===== config.mk =====
export PLATFORM = sky130hd
export DESIGN_NAME = regfile_sb
export DESIGN_NICKNAME = d
export VERILOG_FILES = /design/src/rtl/regfile_pkg.sv /design/src/rtl/regfile_scoreboard.sv /design/src/rtl/regfile_sb.sv
export SDC_FILE = /design/constraint.sdc
export NUM_CORES = 2
export LEC_CHECK = 0
export ABC_AREA = 0
export CAP_MARGIN = 20
export CORE_MARGIN = 4
export CORE_UTILIZATION = 50
export DETAILED_ROUTE_END_ITERATION = 7
export MAX_ROUTING_LAYER = met4
export PLACE_DENSITY_LB_ADDON = 0.05
export SLEW_MARGIN = 15
export SYNTH_ARGS = -nofsm -noshare
export SYNTH_HDL_FRONTEND = slang
export SYNTH_HIERARCHICAL = 1
export SYNTH_SLANG_ARGS = --single-unit

===== constraint.sdc =====
create_clock -name clk -period 3.7 [get_ports clk]
set_input_delay 1.11 -clock clk [delete_from_list [all_inputs] [get_ports clk]]
set_output_delay 1.11 -clock clk [all_outputs]
set_load 0.02 [all_outputs]

===== src/rtl/regfile_pkg.sv =====
// rtl/regfile_pkg.sv - shared constants, match and slice helpers for regfile_sb
package regfile_pkg;

  localparam int DEF_DATA_W = 32;
  localparam int DEF_ADDR_W = 5;
  localparam int DEF_NRD    = 2;
  localparam int DEF_NWR    = 2;

  // Upper bounds for the shared match helper; narrower instances zero-extend into them.
  localparam int MAX_NWR = 4;
  localparam int MAX_AW  = 16;
  localparam int IDX_W   = 2;

  typedef struct packed {
    logic             hit;
    logic [IDX_W-1:0] idx;
  } wmatch_t;

  function automatic int slice_lo(input int port, input int width);
    return port * width;
  endfunction

  // Later ports overwrite earlier hits, so the highest-index match is returned.
  function automatic wmatch_t wr_match(input logic [MAX_NWR-1:0]        we,
                                       input logic [MAX_NWR*MAX_AW-1:0] wa,
                                       input logic [MAX_AW-1:0]         a);
    wmatch_t m;
    m = '0;
    for (int i = 0; i < MAX_NWR; i++) begin
      if (we[i] && (wa[slice_lo(i, MAX_AW) +: MAX_AW] == a)) begin
        m.hit = 1'b1;
        m.idx = IDX_W'(i);
      end
    end
    return m;
  endfunction

endpackage


===== src/rtl/regfile_scoreboard.sv =====
// rtl/regfile_scoreboard.sv - busy-bit scoreboard: allocation handshake, writeback clear, per-port busy lookup
module regfile_scoreboard
  import regfile_pkg::*;
#(
  parameter int ADDR_W   = DEF_ADDR_W,
  parameter int NRD      = DEF_NRD,
  parameter int NWR      = DEF_NWR,
  parameter int ZERO_REG = 1
) (
  input  logic                  clk,
  input  logic                  rst_n,
  input  logic [NWR-1:0]        we,
  input  logic [NWR*ADDR_W-1:0] wa,
  input  logic [NRD*ADDR_W-1:0] ra,
  input  logic                  alloc_v,
  input  logic [ADDR_W-1:0]     alloc_a,
  output logic                  alloc_rdy,
  output logic [NRD-1:0]        rbusy
);

  localparam int DEPTH = 2**ADDR_W;

  logic [DEPTH-1:0] busy;
  logic [DEPTH-1:0] busy_nxt;
  logic             alloc_zero;

  assign alloc_zero = (ZERO_REG != 0) && (alloc_a == '0);
  // Looks at the registered busy bit only, so a same-cycle writeback cannot unblock reuse.
  assign alloc_rdy  = !busy[alloc_a] || alloc_zero;

  // Allocation is applied after the clears so it wins over a same-cycle write.
  always_comb begin
    busy_nxt = busy;
    for (int i = 0; i < NWR; i++) begin
      if (we[i]) begin
        busy_nxt[wa[slice_lo(i, ADDR_W) +: ADDR_W]] = 1'b0;
      end
    end
    if (alloc_v && alloc_rdy && !alloc_zero) begin
      busy_nxt[alloc_a] = 1'b1;
    end
  end

  always_ff @(posedge clk or negedge rst_n) begin
    if (!rst_n) begin
      busy <= '0;
    end else begin
      busy <= busy_nxt;
    end
  end

  always_comb begin
    rbusy = '0;
    for (int j = 0; j < NRD; j++) begin
      if (!((ZERO_REG != 0) && (ra[slice_lo(j, ADDR_W) +: ADDR_W] == '0))) begin
        rbusy[j] = busy[ra[slice_lo(j, ADDR_W) +: ADDR_W]];
      end
    end
  end

endmodule


===== src/rtl/regfile_sb.sv =====
// rtl/regfile_sb.sv - multi-port register file with busy scoreboard, write bypass and zero register
module regfile_sb
  import regfile_pkg::*;
#(
  parameter int DATA_W   = DEF_DATA_W,
  parameter int ADDR_W   = DEF_ADDR_W,
  parameter int NRD      = DEF_NRD,
  parameter int NWR      = DEF_NWR,
  parameter int ZERO_REG = 1,
  parameter int BYPASS   = 1
) (
  input  logic                  clk,
  input  logic                  rst_n,
  input  logic [NWR-1:0]        we,
  input  logic [NWR*ADDR_W-1:0] wa,
  input  logic [NWR*DATA_W-1:0] wd,
  input  logic [NRD*ADDR_W-1:0] ra,
  output logic [NRD*DATA_W-1:0] rd,
  output logic [NRD-1:0]        rbusy,
  input  logic                  alloc_v,
  input  logic [ADDR_W-1:0]     alloc_a,
  output logic                  alloc_rdy,
  output logic                  wconf
);

  localparam int DEPTH = 2**ADDR_W;

  logic [DATA_W-1:0]         mem [DEPTH];
  logic [MAX_NWR-1:0]        we_x;
  logic [MAX_NWR*MAX_AW-1:0] wa_x;
  logic [NRD-1:0]            sb_rbusy;
  logic                      collide;

  regfile_scoreboard #(
    .ADDR_W   (ADDR_W),
    .NRD      (NRD),
    .NWR      (NWR),
    .ZERO_REG (ZERO_REG)
  ) u_sb (
    .clk       (clk),
    .rst_n     (rst_n),
    .we        (we),
    .wa        (wa),
    .ra        (ra),
    .alloc_v   (alloc_v),
    .alloc_a   (alloc_a),
    .alloc_rdy (alloc_rdy),
    .rbusy     (sb_rbusy)
  );

  always_comb begin
    we_x = '0;
    wa_x = '0;
    for (int i = 0; i < NWR; i++) begin
      we_x[i] = we[i];
      wa_x[slice_lo(i, MAX_AW) +: MAX_AW] = MAX_AW'(wa[slice_lo(i, ADDR_W) +: ADDR_W]);
    end
  end

  // Ports are visited in ascending order, so the highest-index write to an address lands last.
  always_ff @(posedge clk or negedge rst_n) begin
    if (!rst_n) begin
      for (int k = 0; k < DEPTH; k++) begin
        mem[k] <= '0;
      end
    end else begin
      for (int i = 0; i < NWR; i++) begin
        if (we[i] && !((ZERO_REG != 0) && (wa[slice_lo(i, ADDR_W) +: ADDR_W] == '0))) begin
          mem[wa[slice_lo(i, ADDR_W) +: ADDR_W]] <= wd[slice_lo(i, DATA_W) +: DATA_W];
        end
      end
    end
  end

  always_comb begin
    collide = 1'b0;
    for (int i = 0; i < NWR; i++) begin
      for (int k = i + 1; k < NWR; k++) begin
        if (we[i] && we[k] &&
            (wa[slice_lo(i, ADDR_W) +: ADDR_W] == wa[slice_lo(k, ADDR_W) +: ADDR_W]) &&
            !((ZERO_REG != 0) && (wa[slice_lo(i, ADDR_W) +: ADDR_W] == '0))) begin
          collide = 1'b1;
        end
      end
    end
  end

  always_ff @(posedge clk or negedge rst_n) begin
    if (!rst_n) begin
      wconf <= 1'b0;
    end else begin
      wconf <= collide;
    end
  end

  for (genvar j = 0; j < NRD; j++) begin : g_rd
    logic [ADDR_W-1:0] a;
    logic              is_zero;
    logic              fwd_hit;
    wmatch_t           m;
    logic [DATA_W-1:0] fwd;

    assign a       = ra[slice_lo(j, ADDR_W) +: ADDR_W];
    assign is_zero = (ZERO_REG != 0) && (a == '0);
    assign m       = wr_match(we_x, wa_x, MAX_AW'(a));
    assign fwd_hit = (BYPASS != 0) && m.hit;

    always_comb begin
      fwd = '0;
      for (int i = 0; i < NWR; i++) begin
        if (m.idx == IDX_W'(i)) begin
          fwd = wd[slice_lo(i, DATA_W) +: DATA_W];
        end
      end
    end

    assign rd[slice_lo(j, DATA_W) +: DATA_W] = is_zero ? '0 : (fwd_hit ? fwd : mem[a]);
    assign rbusy[j] = !is_zero && !fwd_hit && sb_rbusy[j];
  end

endmodule


Track usage over the die:
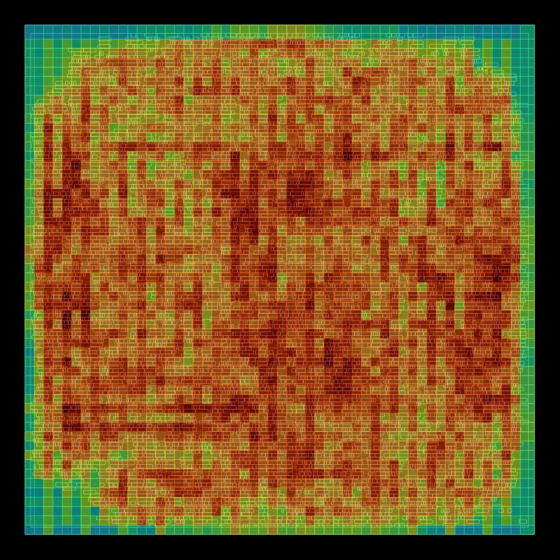
GRT met1 Usage: 54.7%
Finished Core Util: 64.3%
GR Util met2: 60.8%

Close-up of the layout:
Region (270, 82) to (295, 107) um. Cells in gray, sequential cells in the stronger gray; small squares are vias.
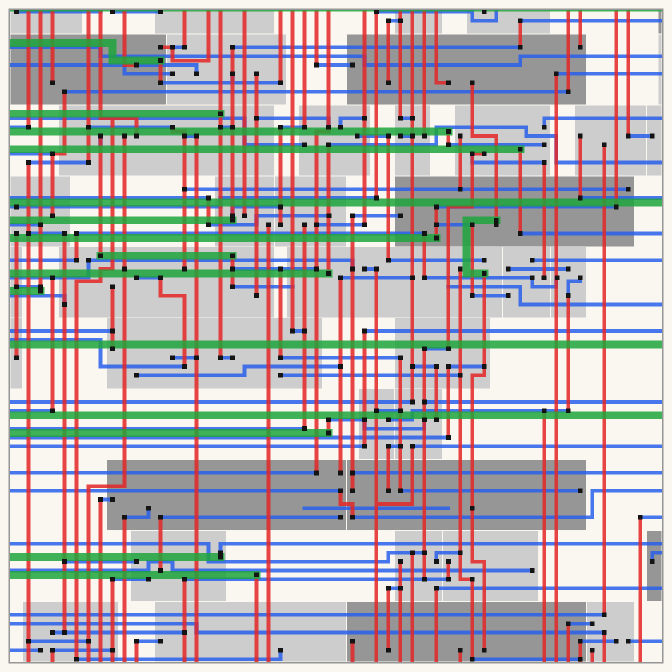
Key: blue = met1; red = met2; green = met3
29 logic cells have their middle in the window. Netlist names of flops here include mem (6). Sequential cells in the window: 6. Most frequent: dfrtp_1 (6), mux2i_1 (5).

Supply network:
Bar = 100 um. Pins as bars on the die edge. Tap cells in gray.
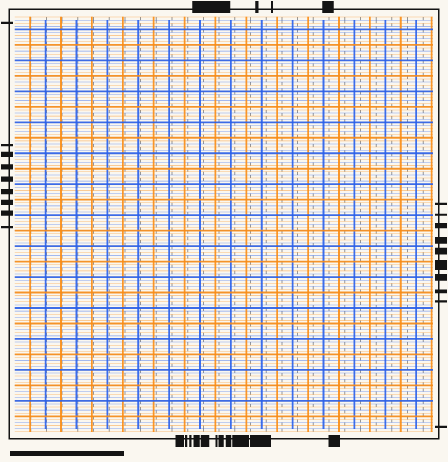
Key: blue = VDD; orange = VSS
27 straps on met4. The core has 134 rows. 162 signal pins sit on the boundary. 26 straps on met5. 1,768 tap cells.
Core Footprint: 134,000 sq um
Peak VDD IR: 0.000456 V
die height: 376 um
Die W: 376 um

==> flow_metrics.tcl <==
# metrics dict for downstream scripts
set metrics [dict create \
    dp_hpwl_mm 190 \
    totalPowerFinal_mw 42.7 \
    cts_sinks 1057 \
    hold_class "input port to async pin" \
    synth_nets 6783 \
    worst-path-max-fanout 6 \
    start_kind "input port" \
    gp_routability_congestion 0.996 \
    syn_area_sq_um 67800 \
    edf_count 0 \
    fin_area_sq_um 86100 \
    timing.rr.start "u_sb/busy[3]$_DFF_PN0_" \
    fin_crit_ns 4.44 \
    setup_viol 67 \
    yosysSeqAreaShare_pct 39.0 \
    violations "setup timing" \
    mux_share_pct 29.5 \
    ff_type "dfrtp_1" \
    rsz0062_at_grt "yes" \
    startpoint "ra[1]" \
    whs_ns 0.298 \
    tool_warnings 30 \
    h-tree-depth 3 \
    drtIter0Drc 7927 \
    logic_family "multiplexers" \
    setup_ws_ns -0.745 \
    cts_root_buffer "clkbuf_16" \
    final_cells 8953 \
    ff_latch_area_sq_um 26500 \
    cts_made_buffers 120 \
    cpMaxStageDelayCell "mux4_2" \
    reg2reg_depth 3 \
    status "finished with violations" \
    lay_top_count "dfrtp_1" \
    worst_r2r_endpoint "u_sb/busy[2]$_DFF_PN0_" \
    top_area_cell "dfrtp_1" \
    ys_types 70 \
    pre_cts_ws_ns -1.54 \
]
-- registers in the layout (all words and copies together), names as in the netlist --
| register | cells |
|---|---|
| mem | 1024 |
| u_sb/busy | 32 |
| wconf | 1 |
-- Yosys cell counts, types with 138 or more instances --
library cell     n
nand2_1        436
a32oi_1        177
mux2i_1       1071
o21ai_0        181
a21oi_1        838
nor2_1         841
a22oi_1        251
buf_2          169
clkbuf_1       534
dfrtp_1       1057
o21ai_1        138
mux4_2         407
-- power by group --
group | switching (mW) | internal [mW]
logic | 5.93 | 6.68
clock network | 5.33 | 7.63
registers | 2.59 | 14.6
-- cell type report --
type	count	area share, %
antenna	4	0.0116
clock buffer	173	4.09
clock inverter	52	0.815
inverter	37	0.161
multi-input combinational	4748	46.5
sequential	1057	30.7
tap	1768	2.57
timing repair buffer	1114	15.1
Power is estimated from default activity; no workload was simulated.
